**Run 1: the metal 1 layer**

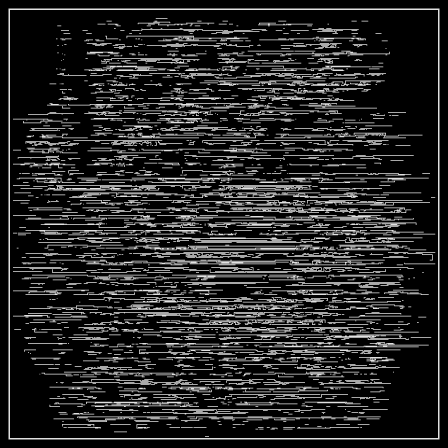
**Run 1: the metal 2 layer**

The bar under the picture is 50 um long. Cells faint in the background.
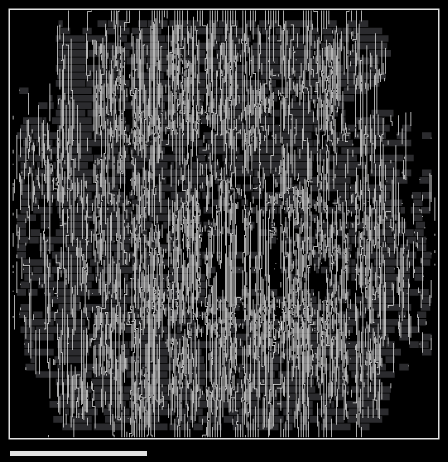
**Run 1: M3 wires**

The bar under the picture is 50 um long.
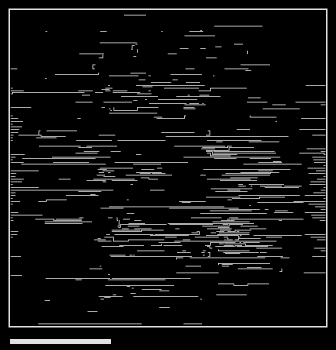
===== src/rtl/ram_wr_post_buf_if.sv =====
// Handshake and RAM-side signal bundle for the write-posting buffer.
// The slave modport is the buffer's view; the master modport is the upstream/RAM-side view.
interface ram_wr_post_buf_if #(
    parameter int AW = 30,
    parameter int DW = 16
);
    logic          wr_req_valid;
    logic          wr_req_ready;
    logic [AW-1:0] wr_req_addr;
    logic [DW-1:0] wr_req_data;
    logic          rd_req_valid;
    logic [AW-1:0] rd_req_addr;
    logic          rd_rsp_valid;
    logic [DW-1:0] rd_rsp_data;
    logic          ram_wr;
    logic [AW-1:0] ram_wr_addr;
    logic [DW-1:0] ram_d_in;
    logic [AW-1:0] ram_rd_addr_a;
    logic [DW-1:0] ram_d_out_a;

    modport slave (
        input  wr_req_valid,
        output wr_req_ready,
        input  wr_req_addr,
        input  wr_req_data,
        input  rd_req_valid,
        input  rd_req_addr,
        output rd_rsp_valid,
        output rd_rsp_data,
        output ram_wr,
        output ram_wr_addr,
        output ram_d_in,
        output ram_rd_addr_a,
        input  ram_d_out_a
    );

    modport master (
        output wr_req_valid,
        input  wr_req_ready,
        output wr_req_addr,
        output wr_req_data,
        output rd_req_valid,
        output rd_req_addr,
        input  rd_rsp_valid,
        input  rd_rsp_data,
        input  ram_wr,
        input  ram_wr_addr,
        input  ram_d_in,
        input  ram_rd_addr_a,
        output ram_d_out_a
    );
endinterface


===== src/rtl/ram_wr_post_buf.sv =====
// In-order write-posting FIFO in front of the RAM write port, with read
// forwarding from pending entries so reads always see the latest accepted write.
module ram_wr_post_buf #(
    parameter int AW    = 30,
    parameter int DW    = 16,
    parameter int DEPTH = 4
) (
    input  logic                     clk,
    input  logic                     reset,
    ram_wr_post_buf_if.slave         bus,
    input  logic                     drain_hold,
    output logic [$clog2(DEPTH):0]   buf_count,
    output logic                     idle
);
    localparam int PW = $clog2(DEPTH);
    localparam int CW = PW + 1;

    logic [AW-1:0]    r_addr [DEPTH];
    logic [DW-1:0]    r_data [DEPTH];
    logic [DEPTH-1:0] r_vld;
    logic [PW-1:0]    r_head;
    logic [PW-1:0]    r_tail;
    logic [CW-1:0]    r_count;
    logic             r_rsp_valid;
    logic [DW-1:0]    r_rsp_data;

    logic             w_ready;
    logic             w_push;
    logic             w_pop;
    logic [PW-1:0]    w_idx;
    logic [DW-1:0]    w_fwd_data;

    always_comb begin
        w_ready = reset && (r_count < CW'(DEPTH));
        w_push  = bus.wr_req_valid && w_ready;
        w_pop   = reset && (r_count != '0) && !drain_hold;
    end

    // Walk oldest-to-youngest so the last hit (closest to the tail) wins.
    always_comb begin
        w_fwd_data = bus.ram_d_out_a;
        w_idx      = '0;
        for (int unsigned i = 0; i < DEPTH; i++) begin
            w_idx = r_head + PW'(i);
            if (r_vld[w_idx] && (r_addr[w_idx] == bus.rd_req_addr)) begin
                w_fwd_data = r_data[w_idx];
            end
        end
    end

    always_ff @(posedge clk) begin
        if (!reset) begin
            r_head      <= '0;
            r_tail      <= '0;
            r_count     <= '0;
            r_vld       <= '0;
            r_rsp_valid <= 1'b0;
            r_rsp_data  <= '0;
        end else begin
            if (w_pop) begin
                r_head        <= r_head + 1'b1;
                r_vld[r_head] <= 1'b0;
            end
            if (w_push) begin
                r_tail        <= r_tail + 1'b1;
                r_vld[r_tail] <= 1'b1;
            end
            case ({w_push, w_pop})
                2'b10:   r_count <= r_count + 1'b1;
                2'b01:   r_count <= r_count - 1'b1;
                default: r_count <= r_count;
            endcase
            r_rsp_valid <= bus.rd_req_valid;
            if (bus.rd_req_valid) begin
                r_rsp_data <= w_fwd_data;
            end
        end
    end

    always_ff @(posedge clk) begin
        if (w_push) begin
            r_addr[r_tail] <= bus.wr_req_addr;
            r_data[r_tail] <= bus.wr_req_data;
        end
    end

    assign bus.wr_req_ready  = w_ready;
    assign bus.ram_wr        = w_pop;
    assign bus.ram_wr_addr   = r_addr[r_head];
    assign bus.ram_d_in      = r_data[r_head];
    assign bus.ram_rd_addr_a = bus.rd_req_addr;
    assign bus.rd_rsp_valid  = r_rsp_valid;
    assign bus.rd_rsp_data   = r_rsp_data;
    assign buf_count         = r_count;
    assign idle              = (r_count == '0) && !r_rsp_valid;
endmodule


===== src/flat_wrapper.sv =====
// flat-port wrapper written by rule: the top's interface ports become plain ports
module ram_wr_post_buf_flat 
#(
    parameter int AW    = 30,
    parameter int DW    = 16,
    parameter int DEPTH = 4
)
  (clk, reset, drain_hold, buf_count, idle, bus_wr_req_valid, bus_wr_req_ready, bus_wr_req_addr, bus_wr_req_data, bus_rd_req_valid, bus_rd_req_addr, bus_rd_rsp_valid, bus_rd_rsp_data, bus_ram_wr, bus_ram_wr_addr, bus_ram_d_in, bus_ram_rd_addr_a, bus_ram_d_out_a);
  ram_wr_post_buf_if #(.AW(AW), .DW(DW)) bus_i ();
  input  logic clk;
  input  logic reset;
  input  logic drain_hold;
  output logic [$clog2(DEPTH):0] buf_count;
  output logic idle;
  input wire logic [$bits(bus_i.wr_req_valid)-1:0] bus_wr_req_valid;
  output wire logic [$bits(bus_i.wr_req_ready)-1:0] bus_wr_req_ready;
  input wire logic [$bits(bus_i.wr_req_addr)-1:0] bus_wr_req_addr;
  input wire logic [$bits(bus_i.wr_req_data)-1:0] bus_wr_req_data;
  input wire logic [$bits(bus_i.rd_req_valid)-1:0] bus_rd_req_valid;
  input wire logic [$bits(bus_i.rd_req_addr)-1:0] bus_rd_req_addr;
  output wire logic [$bits(bus_i.rd_rsp_valid)-1:0] bus_rd_rsp_valid;
  output wire logic [$bits(bus_i.rd_rsp_data)-1:0] bus_rd_rsp_data;
  output wire logic [$bits(bus_i.ram_wr)-1:0] bus_ram_wr;
  output wire logic [$bits(bus_i.ram_wr_addr)-1:0] bus_ram_wr_addr;
  output wire logic [$bits(bus_i.ram_d_in)-1:0] bus_ram_d_in;
  output wire logic [$bits(bus_i.ram_rd_addr_a)-1:0] bus_ram_rd_addr_a;
  input wire logic [$bits(bus_i.ram_d_out_a)-1:0] bus_ram_d_out_a;
  assign bus_i.wr_req_valid = bus_wr_req_valid;
  assign bus_wr_req_ready = bus_i.wr_req_ready;
  assign bus_i.wr_req_addr = bus_wr_req_addr;
  assign bus_i.wr_req_data = bus_wr_req_data;
  assign bus_i.rd_req_valid = bus_rd_req_valid;
  assign bus_i.rd_req_addr = bus_rd_req_addr;
  assign bus_rd_rsp_valid = bus_i.rd_rsp_valid;
  assign bus_rd_rsp_data = bus_i.rd_rsp_data;
  assign bus_ram_wr = bus_i.ram_wr;
  assign bus_ram_wr_addr = bus_i.ram_wr_addr;
  assign bus_ram_d_in = bus_i.ram_d_in;
  assign bus_ram_rd_addr_a = bus_i.ram_rd_addr_a;
  assign bus_i.ram_d_out_a = bus_ram_d_out_a;
  ram_wr_post_buf #(.AW(AW), .DW(DW), .DEPTH(DEPTH)) u_core (.clk(clk), .reset(reset), .bus(bus_i), .drain_hold(drain_hold), .buf_count(buf_count), .idle(idle));
endmodule

===== config.mk =====
export PLATFORM = sky130hd
export DESIGN_NAME = ram_wr_post_buf_flat
export DESIGN_NICKNAME = d
export VERILOG_FILES = /design/src/rtl/ram_wr_post_buf_if.sv /design/src/rtl/ram_wr_post_buf.sv /design/src/flat_wrapper.sv
export SDC_FILE = /design/constraint.sdc
export NUM_CORES = 1
export LEC_CHECK = 0
export ABC_AREA = 0
export CORE_MARGIN = 2
export CORE_UTILIZATION = 60
export CTS_BUF_LIST = sky130_fd_sc_hd__clkbuf_2
export DETAILED_ROUTE_END_ITERATION = 7
export PLACE_DENSITY = 0.89
export SLEW_MARGIN = 20
export SYNTH_ARGS = -nofsm -noshare
export SYNTH_HDL_FRONTEND = slang
export SYNTH_SLANG_ARGS = --single-unit

===== constraint.sdc =====
create_clock -name clk -period 6.3 [get_ports clk]
set_clock_uncertainty 0.2 [all_clocks]
set_input_delay 1.26 -clock clk [delete_from_list [all_inputs] [get_ports clk]]
set_output_delay 1.26 -clock clk [all_outputs]
set_load 0.02 [all_outputs]

==> flow_summary_export.csv, run 1 <==
group,metric,value,unit
drt,wl_met3,4070,um
die,fp.coreArea,0.0226,mm^2
worst_setup_path,crit_family,"buffers and inverters",
yosys,flop_cell,"edfxtp_1",
yosys,ys_types,61,
cts,h-tree-depth,2,
yosys,yosys-stat-area,0.0138,mm^2
pwr,powerDensity,236,mW/mm^2
yosys,syn_inst,1076,
pwr,p_clk_frac,0.241,
pwr,power_switching_share,0.331,
yosys,yosys.area.top_type_share,0.399,
yosys,synth.yosys.warnings,0,
die,fp_util,0.611,
cts,clock-root-buffer,"clkbuf_2",
drt,num_vias,10400,
global_route,grtUsageTotal,0.318,
worst_setup_path,path_class,"flip-flop to output pin",
place,gp_congestion,0.976,
worst_setup_path,cp_max_fo,41,
yosys,synth-edff-count,184,
cts,cts_resized,0,
finish,final-seq-area,0.00614,mm^2
yosys,ys_async_sr_fraction,0,
global_route,grt_max_degree,159,
final_timing,finalSetupViolCount,0,
die,io_pins,196,
place,place_ws,1.51,ns
outcome,status,"finished clean",
pwr,vdd_drop_max,0.175,mV
pwr,pwr-share-seq,0.437,
global_route,grt_pass1_vias,10400,
yosys,synth_area,0.0138,mm^2
cts,clockBufferDepth,3,
yosys,ys_cells,1076,
cts,clock_latency,0.86,ns
worst_setup_path,crit_chain,"buf_4 -> mux2i_1 -> mux2i_1 -> clkdlybuf4s50_1",
final_timing,hold_viol_final,0,
cts,clkSinkCount,214,
worst_setup_path,slowest_delay,0.98,ns
-- 'the metal 1 layer' (at the start) --
share of all routed wire: 38%
longest straight run: 53.8 um
main direction: horizontal
nets with wire on the layer: 1215
wire length on this layer: 14800 um

-- 'the metal 2 layer' (at the start) --
longest straight run: 62.7 um
wire length on this layer: 19000 um
share of all routed wire: 49%

-- 'M3 wires' (at the start) --
longest straight run: 60.3 um
share of all routed wire: 11%

[run 1: power by group through the flow]
stage | clock [uW] | combinational [uW] | sequential, uW
2_1_floorplan | 0 | 865 | 1650
3_3_place_gp | 0 | 1180 | 1680
3_5_place_dp | 0 | 1200 | 1680
4_1_cts | 926 | 1200 | 1650
5_1_grt | 991 | 1280 | 1660
6_report | 912 | 1220 | 1650
[run 1: registers in the layout, summed over array words and instances, names as in the netlist, named ones only]
register and cells:
u_core.buf_count 3, u_core.r_vld 4, u_core.r_tail 2, u_core.bus.rd_rsp_valid 1, u_core.r_data 64, u_core.r_head 2
u_core.r_addr 120, u_core.bus.rd_rsp_data 16
[run 1: per-stage QoR]
step	hold slack, ns	total power [uW]	utilization	std cells	instance area (um^2)
after floorplan	0.269	2520	-	1076	13800
after global placement	0.288	2850	0.688	1456	15600
after detailed placement	0.322	2880	0.688	1456	15600
after CTS	0.335	3780	0.709	1548	16000
after global routing	0.369	3930	0.709	1549	16000
final	0.334	3780	0.709	1549	16000
[run 1: cells in the final DEF, fill, tap and decap left out, types with 14 or more instances in the layout]
| cell type | count |
|---|---|
| dfxtp_1 | 26 |
| xnor2_1 | 86 |
| inv_1 | 23 |
| nor2_1 | 33 |
| nand4_1 | 14 |
| clkbuf_2 | 76 |
| mux4_2 | 79 |
| edfxtp_1 | 184 |
| o21ai_0 | 48 |
| clkdlybuf4s50_1 | 195 |
| mux2i_1 | 157 |
| mux2_2 | 24 |
| xor2_1 | 16 |
| a221o_1 | 18 |
| a21oi_1 | 42 |
| nand2_1 | 70 |
[run 1: path summary, 6_finish.rpt]
check	from	endpoint	slack, ns	cells past startpoint
max	flip-flop	bus_ram_wr_addr[21]	1.26	4
min reg2reg	u_core.r_tail[1]	u_core.r_tail[1]	0.33	2
min	u_core.r_tail[1]	u_core.r_tail[1]	0.33	2
max reg2reg	u_core.r_head[0]	u_core.bus.rd_rsp_data[5]	1.61	10
[run 1: cell families (layout without fill, tap and decap cells)]
logic type	after synthesis	in the layout	synth area share
DFF	214	214	0.442
adders and majority gates	10	10	0.00958
other	0	1	0
and+or+nand+nor	171	171	0.0586
buffers and inverters	138	325	0.0594
AOI/OAI and AO/OA	169	169	0.0814
xor gates and xnor gates	102	102	0.0645
muxes	272	272	0.284
[run 1: worst reg2reg max path: cells and delay by family (launching register included)]
kind / cells / cell delay [ns]
adder cells (fa/ha/maj): 1 / 0.77
AND/OR/NAND/NOR: 3 / 1.28
XOR/XNOR: 1 / 0.30
buffers and inverters: 2 / 0.76
multiplexers: 1 / 0.42
flip-flops: 1 / 0.37
AND-OR/OR-AND: 2 / 0.58
[run 1: routing by layer]
| layer | vias to the layer above | GRT usage |
|---|---|---|
| met2 | 682 | 0.529 |
| met1 | 5123 | 0.424 |
| met5 | - | 0 |
| met4 | 0 | 0.0830 |
| li1 | 4491 | - |
| met3 | 87 | 0.0756 |
[run 1: layout make-up]
type | count | area share
timing repair buffer | 209 | 0.129
inverter | 24 | 0.00561
clock buffer | 76 | 0.0237
clock inverter | 16 | 0.00593
multi-input combinational | 724 | 0.431
sequential | 214 | 0.382
antenna | 1 | 0.000156
tap | 285 | 0.0222
**Run 1: routing congestion**

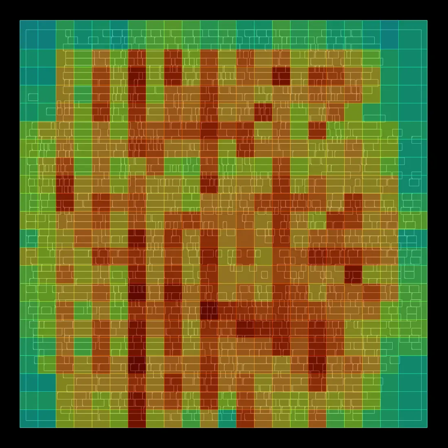

## Run 2: what changed since run 1
--- a/config.mk
+++ b/config.mk
@@ -7,10 +7,10 @@
 export LEC_CHECK = 0
 export ABC_AREA = 0
 export CORE_MARGIN = 2
-export CORE_UTILIZATION = 60
+export CORE_UTILIZATION = 52
 export CTS_BUF_LIST = sky130_fd_sc_hd__clkbuf_2
 export DETAILED_ROUTE_END_ITERATION = 7
-export PLACE_DENSITY = 0.89
+export PLACE_DENSITY = 0.82
 export SLEW_MARGIN = 20
 export SYNTH_ARGS = -nofsm -noshare
 export SYNTH_HDL_FRONTEND = slang
==> constraint.sdc (replaced) <==
create_clock -name clk -period 4.22 [get_ports clk]
set_clock_uncertainty 0.2 [all_clocks]
set_input_delay 0.844 -clock clk [delete_from_list [all_inputs] [get_ports clk]]
set_output_delay 0.844 -clock clk [all_outputs]
set_load 0.02 [all_outputs]
**Run 2: routing congestion**

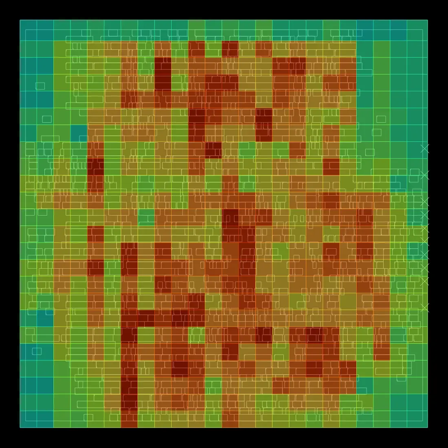
GR Layer Usage met1: 0.384
WL/cell: 24.5 um

==> flow_summary_export.csv, run 2 <==
group,metric,value,unit
outcome,status,"finished with violations",
outcome,violations,"design-rule violations",
cts,clock-root-buffer,"clkbuf_2",
place,gp_congestion,1.00,
worst_setup_path,worstPathRequired,3.18,ns
pwr,powerDensity,343,mW/mm^2
worst_setup_path,crit_family,"buffers and inverters",
worst_setup_path,slowest_delay,0.55,ns
final_timing,hold_viol_final,0,
die,fp.coreArea,0.0261,mm^2
worst_setup_path,path_class,"flip-flop to output pin",
yosys,yosys-stat-area,0.0138,mm^2
finish,mostFrequentLayoutCell,"clkdlybuf4s50_1",
finish,final-seq-area,0.00614,mm^2
cts,clkSinkCount,214,
finish,largest-register,"u_core.r_addr",
pwr,p_clk_frac,0.232,
pwr,pwr-share-seq,0.431,
finish,largest_reg_flops,120,
finish,post-route-util,0.631,
yosys,syn_inst,1076,
cts,clock_latency,0.86,ns
final_timing,min_period,4.05,ns
cts,cts_resized,1,
die,fp_util,0.530,
worst_setup_path,cp_max_fo,14,
finish,lay_top_cells,"clkdlybuf4s50_1 (195), edfxtp_1 (184), mux2i_1 (153)",
drt,via_per_inst,6.32,
cts,clockBufferDepth,3,
cts,h-tree-depth,2,
die,io_pins,196,
worst_setup_path,crit_chain,"buf_4 -> buf_4 -> mux4_2 -> clkdlybuf4s50_1",
yosys,synth_area,0.0138,mm^2
pwr,power_switching_share,0.336,
place,place_ws,0.209,ns
yosys,yosys.area.top_type_share,0.399,
yosys,synth.yosys.warnings,0,
drt,num_vias,10400,
yosys,ys_types,61,
global_route,grt_pass1_vias,10500,
yosys,synth-edff-count,184,
global_route,grt_max_degree,89,
yosys,syn_avg_cell_area,12.9,um^2
drt,wl_met3,3990,um
yosys,flop_cell,"edfxtp_1",
pwr,vdd_drop_max,0.194,mV
final_timing,finalSetupViolCount,0,
yosys,ys_cells,1076,
yosys,ys_async_sr_fraction,0,
drt,drc,10,
worst_setup_path,worst_path_max_delay_cell,"mux4_2",
global_route,grtUsageTotal,0.287,
**Run 2: M3 wires**

The bar under the picture is 50 um long.
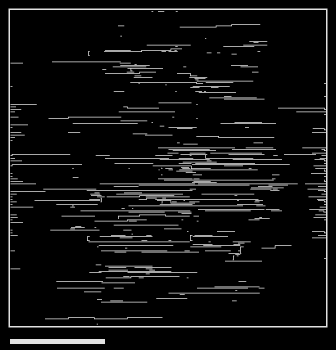
final wirelength: 40300 um
met3 usage: 0.0785

==> run 2: cell counts after synthesis <==
Identical to the previous run, type by type.
==> run 2: logic make-up (layout without fill, tap and decap cells) <==
family	after synthesis	after routing	synth area share
xor gates and xnor gates	102	102	0.0645
adders and majority gates	10	10	0.00958
other	0	2	0
muxes	272	272	0.284
AOI/OAI and AO/OA	169	169	0.0814
and+or+nand+nor	171	171	0.0586
DFF	214	214	0.442
buffers and inverters	138	365	0.0594
==> run 2: power by group through the flow <==
| stage | clock network, uW | logic, uW | registers, uW |
|---|---|---|---|
| finish | 1310 | 1910 | 2440 |
| global route | 1440 | 2030 | 2440 |
| CTS | 1350 | 1890 | 2430 |
| detailed placement | 0 | 1880 | 2480 |
| global placement | 0 | 1850 | 2480 |
| floorplan | 0 | 1290 | 2470 |
==> run 2: cell type report <==
cell class	count	area share
Tap cell	335	0.0254
Clock buffer	77	0.0234
Inverter	24	0.00546
Timing Repair Buffer	251	0.150
Antenna cell	2	0.000303
Sequential cell	214	0.372
Clock inverter	13	0.00341
Multi-Input combinational cell	724	0.420
==> run 2: tightest hold or removal path: cells and delay by family, from the launching register on <==
| kind | cells | cell delay (ns) |
|---|---|---|
| AND/OR/NAND/NOR | 1 | 0.06 |
| flip-flops | 1 | 0.35 |
| AND-OR/OR-AND | 1 | 0.06 |
==> run 2: path summary, 6_finish.rpt <==
path	start	cells past startpoint	to	slack (ns)
hold reg to reg	u_core.r_tail[1]	2	u_core.r_tail[1]	0.31
setup / recovery	flip-flop	4	bus_ram_wr_addr[17]	0.17
hold / removal	u_core.r_tail[1]	2	u_core.r_tail[1]	0.31
setup reg to reg	u_core.r_head[0]	11	u_core.bus.rd_rsp_data[0]	0.25
==> run 2: routing by layer <==
layer / global-route usage / up-vias
met2: 0.455 / 576
met3: 0.0785 / 94
met5: 0 / -
li1: - / 4585
met1: 0.384 / 5108
met4: 0.0983 / 2
==> run 2: metrics by stage <==
stage	hold WS, ns	instance area [um^2]	total power (uW)	instances
CTS	0.326	16500	5670	1638
floorplan	0.269	13900	3760	1076
global placement	0.286	16000	4330	1548
detailed placement	0.309	16000	4360	1548
global route	0.351	16500	5920	1640
finish	0.313	16500	5650	1640
Power and IR drop assume default switching activity.
